pdn.png
The bar under the picture is 50 um long. Pins as bars on the die edge.
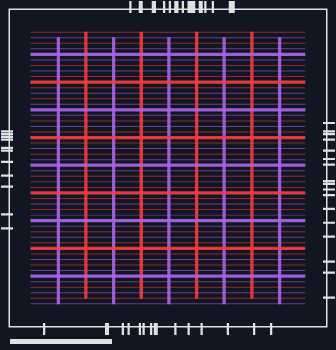
cell_classes.png
Fill, decap, tap and diode cells in grey.
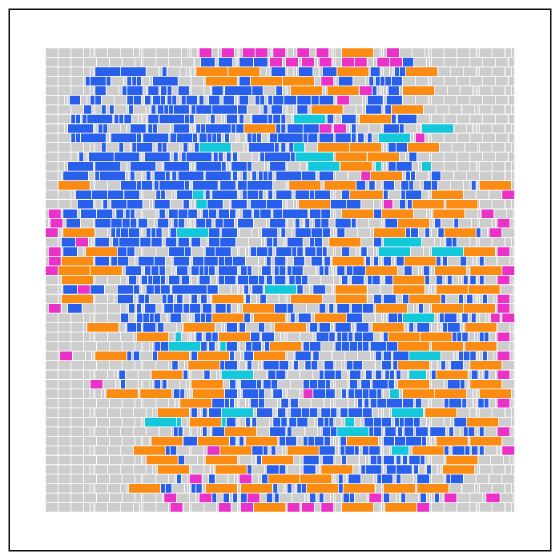
clock_map.png
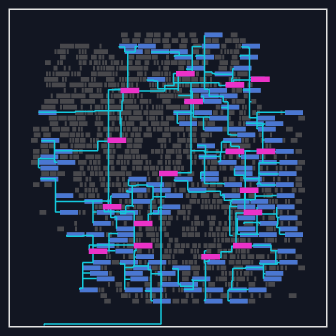
File: config.mk
export PLATFORM = sky130hd
export DESIGN_NAME = imp_var_std_unit
export DESIGN_NICKNAME = d
export VERILOG_FILES = /design/src/rtl/imp_ln_pkg.sv /design/src/rtl/imp_isqrt_bitserial.sv /design/src/rtl/imp_var_std_unit.sv
export SDC_FILE = /design/constraint.sdc
export NUM_CORES = 1
export LEC_CHECK = 0
export CORE_MARGIN = 10
export CORE_UTILIZATION = 50
export CTS_CLUSTER_DIAMETER = 40
export CTS_CLUSTER_SIZE = 14
export DETAILED_ROUTE_END_ITERATION = 6
export PLACE_DENSITY = 0.74
export SLEW_MARGIN = 20
export SYNTH_ARGS = -nofsm -noshare
export SYNTH_HDL_FRONTEND = slang
export SYNTH_SLANG_ARGS = --single-unit
File: constraint.sdc
create_clock -name i_clk -period 13.6 [get_ports i_clk]
set_input_delay 1.36 -clock i_clk [delete_from_list [all_inputs] [get_ports i_clk]]
set_output_delay 1.36 -clock i_clk [all_outputs]
set_load 0.02 [all_outputs]
File: src/rtl/imp_ln_pkg.sv
// Shared widths, derived datapath widths and FSM state encoding for the
// variance / standard-deviation unit and its bit-serial square root.
package imp_ln_pkg;

  localparam int EX_W     = 9;   // signed mean E[x]
  localparam int EX2_W    = 16;  // unsigned mean of squares E[x^2]
  localparam int VAR_W    = 16;  // integer variance
  localparam int STD_W    = 16;  // standard deviation, Q8.8
  localparam int STD_FRAC = 8;   // fractional bits of the standard deviation

  // |E[x]| <= 256, so its square needs one bit more than twice the magnitude
  localparam int SQ_W     = 2 * (EX_W - 1) + 1;
  // Ex2 - Ex^2 as a signed quantity with headroom for both extremes
  localparam int DIFF_W   = EX2_W + 2;

  typedef enum logic [1:0] {
    ST_WAIT = 2'd0,
    ST_VAR  = 2'd1,
    ST_SQRT = 2'd2,
    ST_DONE = 2'd3
  } state_e;

endpackage

File: src/rtl/imp_isqrt_bitserial.sv
// Bit-serial restoring integer square root: root = floor(sqrt(radicand)).
// The first root bit is resolved on the start edge, one further bit per
// cycle after that; done pulses for one cycle once all ROOT_W bits are in.
module imp_isqrt_bitserial #(
  parameter int ROOT_W = 16
) (
  input  logic                  i_clk,
  input  logic                  i_rstn,
  input  logic                  start,
  input  logic [2*ROOT_W-1:0]   radicand,
  output logic                  done,
  output logic [ROOT_W-1:0]     root
);

  localparam int RAD_W = 2 * ROOT_W;
  localparam int REM_W = ROOT_W + 3;
  localparam int CNT_W = $clog2(ROOT_W);

  logic [REM_W-1:0]  rem_r;
  logic [ROOT_W-1:0] root_r;
  logic [RAD_W-1:0]  rad_r;
  logic [CNT_W-1:0]  cnt_r;
  logic              busy_r;
  logic              done_r;

  // One restoring step: bring down the next radicand bit pair, try (root<<2)|1.
  function automatic logic [REM_W+ROOT_W-1:0] sqrt_step(
    input logic [REM_W-1:0]  rem,
    input logic [ROOT_W-1:0] rt,
    input logic [1:0]        pair
  );
    logic [REM_W-1:0] rem_sh;
    logic [REM_W-1:0] trial;
    rem_sh = (rem << 2) | {{(REM_W-2){1'b0}}, pair};
    trial  = {1'b0, rt, 2'b01};
    if (rem_sh >= trial) begin
      return {rem_sh - trial, rt[ROOT_W-2:0], 1'b1};
    end else begin
      return {rem_sh, rt[ROOT_W-2:0], 1'b0};
    end
  endfunction

  // Iteration registers: load-and-first-step on start, then step while busy.
  always_ff @(posedge i_clk or negedge i_rstn) begin
    if (!i_rstn) begin
      rem_r  <= '0;
      root_r <= '0;
      rad_r  <= '0;
      cnt_r  <= '0;
      busy_r <= 1'b0;
      done_r <= 1'b0;
    end else if (start) begin
      {rem_r, root_r} <= sqrt_step('0, '0, radicand[RAD_W-1 -: 2]);
      rad_r  <= radicand << 2;
      cnt_r  <= CNT_W'(ROOT_W - 1);
      busy_r <= 1'b1;
      done_r <= 1'b0;
    end else if (busy_r) begin
      {rem_r, root_r} <= sqrt_step(rem_r, root_r, rad_r[RAD_W-1 -: 2]);
      rad_r <= rad_r << 2;
      cnt_r <= cnt_r - CNT_W'(1);
      if (cnt_r == CNT_W'(1)) begin
        busy_r <= 1'b0;
        done_r <= 1'b1;
      end else begin
        busy_r <= 1'b1;
        done_r <= 1'b0;
      end
    end else begin
      done_r <= 1'b0;
    end
  end

  assign done = done_r;
  assign root = root_r;

endmodule

File: src/rtl/imp_var_std_unit.sv
// Variance and standard deviation from E[x] and E[x^2]:
//   var = max(Ex2 - Ex^2, 0), std = floor(sqrt(var * 65536)) in Q8.8.
// Optional feature macro IMP_VAR_EPS_EN: adds EPS to var (saturating)
// before the square root; without it EPS is unused and no adder exists.
module imp_var_std_unit
  import imp_ln_pkg::*;
#(
  parameter int unsigned EPS = 1
) (
  input  logic               i_clk,
  input  logic               i_rstn,
  input  logic               i_Ex_valid,
  input  logic [EX_W-1:0]    i_Ex,
  input  logic               i_Ex2_valid,
  input  logic [EX2_W-1:0]   i_Ex2,
  output logic [VAR_W-1:0]   o_var,
  output logic [STD_W-1:0]   o_std,
  output logic               o_done,
  output logic               o_busy,
  output logic               o_neg_clamp,
  output logic               o_drop
);

  state_e             state_r;
  logic               have_ex_r;
  logic               have_ex2_r;
  logic [EX_W-1:0]    ex_r;
  logic [EX2_W-1:0]   ex2_r;
  logic [VAR_W-1:0]   var_r;
  logic               neg_r;
  logic [VAR_W-1:0]   var_out_r;
  logic [STD_W-1:0]   std_out_r;
  logic               neg_out_r;
  logic               done_out_r;
  logic               drop_r;

  logic [EX_W-1:0]    ex_abs_s;
  logic [SQ_W-1:0]    ex_sq_s;
  logic [DIFF_W-1:0]  diff_s;
  logic [VAR_W-1:0]   var_clamp_s;
  logic [VAR_W-1:0]   var_s;
  logic               neg_s;
  logic               sqrt_start_s;
  logic               sqrt_done_s;
  logic [STD_W-1:0]   root_s;
`ifdef IMP_VAR_EPS_EN
  logic [VAR_W:0]     sum_s;
`endif

  // VAR-stage arithmetic: |Ex|^2, signed difference, clamp (and optional epsilon).
  always_comb begin
    ex_abs_s    = '0;
    ex_sq_s     = '0;
    diff_s      = '0;
    var_clamp_s = '0;
    var_s       = '0;
    neg_s       = 1'b0;
`ifdef IMP_VAR_EPS_EN
    sum_s       = '0;
`endif
    if (ex_r[EX_W-1]) begin
      ex_abs_s = ~ex_r + EX_W'(1);
    end else begin
      ex_abs_s = ex_r;
    end
    ex_sq_s = SQ_W'(ex_abs_s) * SQ_W'(ex_abs_s);
    diff_s  = DIFF_W'(ex2_r) - DIFF_W'(ex_sq_s);
    if (diff_s[DIFF_W-1]) begin
      var_clamp_s = '0;
      neg_s       = 1'b1;
    end else if (diff_s[VAR_W]) begin
      // Unreachable with a 16-bit Ex2; saturate rather than wrap if widths change.
      var_clamp_s = '1;
      neg_s       = 1'b0;
    end else begin
      var_clamp_s = diff_s[VAR_W-1:0];
      neg_s       = 1'b0;
    end
`ifdef IMP_VAR_EPS_EN
    sum_s = {1'b0, var_clamp_s} + (VAR_W+1)'(EPS);
    if (sum_s[VAR_W]) begin
      var_s = '1;
    end else begin
      var_s = sum_s[VAR_W-1:0];
    end
`else
    var_s = var_clamp_s;
`endif
  end

  assign sqrt_start_s = (state_r == ST_VAR);

  imp_isqrt_bitserial #(
    .ROOT_W (STD_W)
  ) u_isqrt (
    .i_clk    (i_clk),
    .i_rstn   (i_rstn),
    .start    (sqrt_start_s),
    .radicand ({var_s, {(2*STD_FRAC){1'b0}}}),
    .done     (sqrt_done_s),
    .root     (root_s)
  );

  // Control FSM: operand capture, VAR/SQRT sequencing, registered results and drop flag.
  always_ff @(posedge i_clk or negedge i_rstn) begin
    if (!i_rstn) begin
      state_r    <= ST_WAIT;
      have_ex_r  <= 1'b0;
      have_ex2_r <= 1'b0;
      ex_r       <= '0;
      ex2_r      <= '0;
      var_r      <= '0;
      neg_r      <= 1'b0;
      var_out_r  <= '0;
      std_out_r  <= '0;
      neg_out_r  <= 1'b0;
      done_out_r <= 1'b0;
      drop_r     <= 1'b0;
    end else begin
      done_out_r <= 1'b0;
      case (state_r)
        ST_WAIT: begin
          if (i_Ex_valid) begin
            ex_r      <= i_Ex;
            have_ex_r <= 1'b1;
          end
          if (i_Ex2_valid) begin
            ex2_r      <= i_Ex2;
            have_ex2_r <= 1'b1;
          end
          if ((have_ex_r | i_Ex_valid) & (have_ex2_r | i_Ex2_valid)) begin
            state_r <= ST_VAR;
          end else begin
            state_r <= ST_WAIT;
          end
        end
        ST_VAR: begin
          var_r   <= var_s;
          neg_r   <= neg_s;
          state_r <= ST_SQRT;
        end
        ST_SQRT: begin
          if (sqrt_done_s) begin
            state_r    <= ST_DONE;
            done_out_r <= 1'b1;
            var_out_r  <= var_r;
            std_out_r  <= root_s;
            neg_out_r  <= neg_r;
          end else begin
            state_r <= ST_SQRT;
          end
        end
        ST_DONE: begin
          have_ex_r  <= 1'b0;
          have_ex2_r <= 1'b0;
          state_r    <= ST_WAIT;
        end
        default: begin
          state_r <= ST_WAIT;
        end
      endcase
      if ((state_r != ST_WAIT) && (i_Ex_valid || i_Ex2_valid)) begin
        drop_r <= 1'b1;
      end
    end
  end

  assign o_var       = var_out_r;
  assign o_std       = std_out_r;
  assign o_neg_clamp = neg_out_r;
  assign o_done      = done_out_r;
  assign o_drop      = drop_r;
  assign o_busy      = (state_r != ST_WAIT);

endmodule

==> impl_metrics.env <==
# source this file to load flow results
export IMPL_placement_io_buffers=64
export IMPL_crit_end="u_isqrt.rem_r[0]"
export IMPL_post_cts_repair_setup_buffers=0
export IMPL_grt_first_pass_wirelength_um=33040
export IMPL_synth_chip_area_mm2=0.009120
export IMPL_biggestCellCategory="logic gates"
export IMPL_ys_dominant_reg_cell="dfrtp_1"
export IMPL_clk_pin_slew_worst_paths_ns=0.06
export IMPL_tapCellCount=229
export IMPL_clock_sinks=134
export IMPL_dr_first_iter_drc_count=372
export IMPL_ys_sh_adder=0.1767
export IMPL_instances_no_fill=1265
export IMPL_max_stage_delay_ns=0.59
export IMPL_holdPathEnd="o_std[8]"
export IMPL_gr_total_overflow=0
export IMPL_tightest_slew_ns=0.8457
export IMPL_async_reset_ff_frac=1.000
export IMPL_avgViaCountPerCell=5.479
export IMPL_clkCellAreaFrac=0.05536
export IMPL_utilization=0.5875
export IMPL_grt_max_degree=73
export IMPL_critPathKind="reg -> reg"
export IMPL_hold_viol_final=0
export IMPL_rsz0062_at_grt="no"
export IMPL_ctsLongestPathBuffers=2
export IMPL_grt_pass1_vias=6821
export IMPL_final_cell_mix="133 x dfrtp_1, 106 x inv_1, 86 x o21ai_0"
export IMPL_wl_um=19230
export IMPL_wl_met2_um=9028
export IMPL_cpMostUsedCell="inv_1"
export IMPL_largest_reg_flops=17
export IMPL_ctsHoldBuffers=0
export IMPL_ys_sh_aoi=0.1578
export IMPL_finalMaxSlewViolations=0
export IMPL_place_congestion=0.8930
export IMPL_setup_slack_ns=5.207
export IMPL_critPathMaxFanout=11
export IMPL_signal_buffers=69
export IMPL_maxCapViolCount=0
export IMPL_vias=6931
export IMPL_nClkBuffers=21
export IMPL_slew_headroom=0.4201
export IMPL_firstDrtPassIters=4
export IMPL_critical_path_top_delay_family="adder cells"
export IMPL_dpl_cell_area_mm2=0.009970
export IMPL_place_inst=1233
export IMPL_run_status="complete, no violations"
export IMPL_reg2reg_slack_ns=5.21
export IMPL_antenna_found_initial=0
export IMPL_edf_count=0
export IMPL_fillCellCount=1521
export IMPL_tool_warnings=34
export IMPL_fp_util=0.5077
export IMPL_holdWs_ns=0.4727
export IMPL_fin_setup_tns_ns=0
export IMPL_htree_levels=4
export IMPL_logic_area_mm2=0.005251
## Picture notes: pdn.png
VSS: in purple. VDD: in red.
9 straps on met4. 65 signal pins sit on the boundary. 50 met1 rails follow the rows.
die height: 155.1 um
Core Box Area: 0.01796 mm^2
Die W: 155.1 um

## Picture notes: cell_classes.png
clock drivers and dummy loads: in cyan, cells 32. flip-flops: in orange, cells 134. other buffers and delay cells: in magenta, cells 69. all other logic: in blue, cells 801.
site row count: 49
Final Instance Area: 0.01055 mm^2

## Picture notes: clock_map.png
clock wires: in cyan, length 1830 um. cells driving clock nets: in magenta, count 17. flip-flops: in blue, count 134.
There are 18 routed clock nets.
Late-Pin Clk Latency: 0.42 ns

